<file path="src/rtl/machine_adder_arbiter.sv">
// machine_adder_arbiter: round-robin sharing of one 2-bit adder between NREQ requesters
// Grants one request per IDLE, drives its operand in EXEC, and holds the result in RESP until it is taken.
module machine_adder_arbiter #(
  parameter int NREQ = 4,
  parameter int ID_W = 2
) (
  input  logic              clk,
  input  logic              rst_n,
  input  logic [NREQ-1:0]   req_valid,
  input  logic [2*NREQ-1:0] req_sw,
  output logic [NREQ-1:0]   req_ready,
  output logic [1:0]        add_sw,
  input  logic [1:0]        add_result,
  output logic              rsp_valid,
  input  logic              rsp_ready,
  output logic [ID_W-1:0]   rsp_id,
  output logic [1:0]        rsp_result,
  output logic [7:0]        done_count
);
  typedef enum logic [1:0] {IDLE, EXEC, RESP} state_t;
  state_t          r_state, w_next;
  logic [ID_W-1:0] r_last, r_id, r_rid, w_win, w_c;
  logic [1:0]      r_op, r_res;
  logic            r_vld, w_any;
  logic [7:0]      r_done;
  logic [1:0]      w_ops [NREQ];
  for (genvar g = 0; g < NREQ; g++) begin : g_ops
    assign w_ops[g] = req_sw[2*g+1:2*g];
  end
  // Walk last_grant+1, +2, ... with an explicit wrap so non-power-of-two NREQ works.
  always_comb begin
    w_win = '0;
    w_any = 1'b0;
    w_c = r_last;
    for (int k = 0; k < NREQ; k++) begin
      w_c = (w_c == ID_W'(NREQ-1)) ? '0 : w_c + 1'b1;
      if (!w_any && req_valid[w_c]) begin
        w_win = w_c;
        w_any = 1'b1;
      end
    end
  end
  always_comb begin
    w_next = (r_state == IDLE) ? (w_any ? EXEC : IDLE) :
             (r_state == EXEC) ? RESP : (rsp_ready ? IDLE : RESP);
  end
  assign req_ready  = (r_state == IDLE && w_any) ? {{(NREQ-1){1'b0}}, 1'b1} << w_win : '0;
  assign add_sw     = (r_state == EXEC) ? r_op : 2'b00;
  assign rsp_valid  = r_vld;
  assign rsp_id     = r_rid;
  assign rsp_result = r_res;
  assign done_count = r_done;
  always_ff @(posedge clk) begin
    if (!rst_n) begin
      r_state <= IDLE;
      r_last  <= ID_W'(NREQ-1);
      r_id    <= '0;
      r_rid   <= '0;
      r_op    <= 2'b00;
      r_res   <= 2'b00;
      r_vld   <= 1'b0;
      r_done  <= 8'd0;
    end else begin
      r_state <= w_next;
      if (r_state == IDLE && w_any) begin
        r_op <= w_ops[w_win];
        r_id <= w_win;
      end
      if (r_state == EXEC) begin
        r_res <= add_result;
        r_rid <= r_id;
        r_vld <= 1'b1;
      end
      if (r_state == RESP && rsp_ready) begin
        r_vld  <= 1'b0;
        r_last <= r_id;
        r_done <= r_done + 8'd1;
      end
    end
  end
endmodule

</file>
<file path="config.mk">
export PLATFORM = sky130hd
export DESIGN_NAME = machine_adder_arbiter
export DESIGN_NICKNAME = d
export VERILOG_FILES = /design/src/rtl/machine_adder_arbiter.sv
export SDC_FILE = /design/constraint.sdc
export NUM_CORES = 1
export LEC_CHECK = 0
export CAP_MARGIN = 20
export CORE_ASPECT_RATIO = 1.4
export CORE_UTILIZATION = 43
export DETAILED_ROUTE_END_ITERATION = 6
export GPL_TIMING_DRIVEN = 0
export PLACE_DENSITY = 0.78
export SLEW_MARGIN = 10
export SYNTH_ARGS = -nofsm -noshare
export SYNTH_HDL_FRONTEND = slang
export SYNTH_SLANG_ARGS = --single-unit
</file>
<file path="constraint.sdc">
create_clock -name clk -period 2.7 [get_ports clk]
set_input_delay 0.675 -clock clk [delete_from_list [all_inputs] [get_ports clk]]
set_output_delay 0.675 -clock clk [all_outputs]
set_load 0.02 [all_outputs]
</file>
==> Slide: Implementation Results <==
Synthesis and Place & Route Summary

Outcome
  – Outcome: completed

CTS
  – Clock Tree Root: clkbuf_4
  – Clk pin slew, worst setup/hold paths: 0.11 ns
  – Clock Latency Late Sink: 0.30 ns
  – CTS tree: done
  – CTS buffer count: 3

Routing
  – Final ANT Viol Nets: 0
  – Met3 wire len: 128 um
  – Highest Signal Layer: met4
  – Drt via density: 5.26

GRT
  – First-pass GRT wire length: 3790 um
  – Grt ovf: 0
  – Largest net degree at the start of global routing: 13
  – Vias in the first global route: 928

Critical path
  – Buffers and inverters on the worst path: 2
  – Crit. Startpoint: r_last[0]
  – WS Path Type: flip-flop to primary output
  – Critical path's largest stage delay: 0.37 ns
  – Critical-path cell list: ha_4 > or2b_1 > a21boi_2 > a311oi_2 > buf_4 > nand2_2 > nor2_1 > buf_4

Yosys
  – Top cells by area: dfxtp_1 43%, mux2i_1 11%, nor2_1 6.9%
  – Syn Inst Count: 105
  – Largest area contributor in the netlist: dfxtp_1
  – Aoi share: 0.114
  – Dominant cell area share: 0.429
  – Post-synth top cells: 21 x dfxtp_1, 18 x nor2_1, 11 x mux2i_1
  – And+or+nand+nor area frac: 0.222
  – Post-synth seq share: 0.429
  – Logic family by area: simple AND/OR/NAND/NOR gates
  – Mean Syn Cell Area: 9.33 um^2
  – Synth Cell Area: 980 um^2

Final layout
  – Largest class: combinational gates
  – Logic area: 583 um^2
  – Non-Filler Instances: 175

Run
  – Tool Warnings: 27

Final timing
  – RSZ-0062 raised after global routing: true
  – Final hold vios: 0

Floorplan
  – Die W: 42.3 um
  – I/O pins: 36

Hold path
  – Hold depth: 2
what timing repair did:
action                     in CTS  in global routing
pin swaps                       5                  6
setup buffers                   5                  5
resized                        31                 12
setup endpoints to repair       4                  6
flip-flops by register name, indices dropped and copies added, names as in the netlist:
| signal | flops |
|---|---|
| r_op | 2 |
| done_count | 8 |
| rsp_id | 2 |
| rsp_result | 2 |
| r_state | 2 |
| r_id | 2 |
| rsp_valid | 1 |
| r_last | 2 |
where the power goes:
group	total [W]	leakage (nW)	internal, W	switching (W)
sequential	0.000342	0.171	0.000329	0.0000128
clock	0.000149	0.0177	0.0000553	0.0000937
combinational	0.000214	0.431	0.000115	0.0000988
metrics by stage:
step / power, W / utilization / worst slack, ns
floorplan: 0.000449 / - / 0.208
global placement: 0.000519 / 0.631 / -0.718
detailed placement: 0.000523 / 0.631 / -0.739
CTS: 0.000685 / 0.673 / 0.00411
global route: 0.000743 / 0.698 / -0.0518
finish: 0.000704 / 0.698 / 0.0598
cells in the final DEF, fill, tap and decap left out, types with 2 or more instances in the layout:
| cell type | n |
|---|---|
| xor2_1 | 5 |
| clkbuf_4 | 3 |
| clkdlybuf4s50_1 | 27 |
| nand2_1 | 6 |
| dlygate4sd2_1 | 3 |
| dfxtp_4 | 2 |
| mux2i_1 | 11 |
| xnor2_1 | 2 |
| nor2_1 | 17 |
| inv_1 | 2 |
| a21oi_1 | 3 |
| nand2b_1 | 2 |
| and2_1 | 2 |
| nand3_1 | 4 |
| dfxtp_1 | 19 |
| nand4_1 | 2 |
| buf_4 | 13 |
| o21ai_0 | 2 |
| o221ai_1 | 2 |
| and3_1 | 2 |
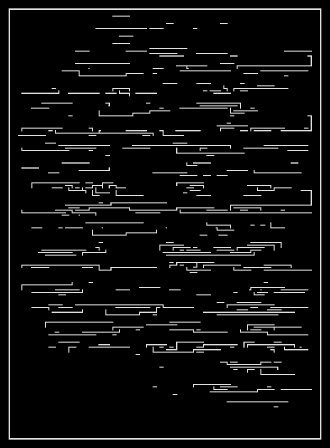
Figure 1: M1 wires.
main direction: horizontal
longest straight run: 17.9 um
nets with wire on the layer: 147
routed vias: 921
global routing met1 resource utilization: 0.205
final wirelength: 2250 um

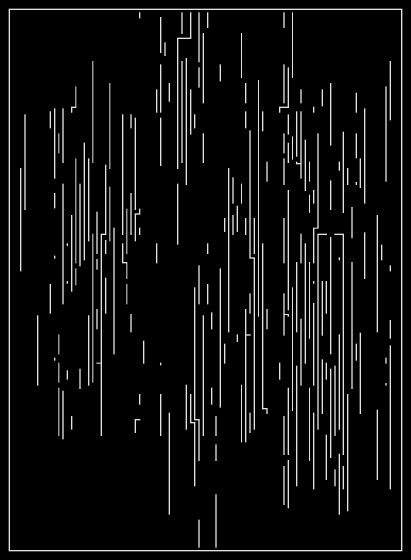
Figure 2: the metal 2 layer.
wire length on this layer: 1110 um
nets with wire on the layer: 151
share of all routed wire: 49%
main direction: vertical
met2 Use GR: 0.363

Power figures rest on the tool's default switching activity, not on a simulated workload.
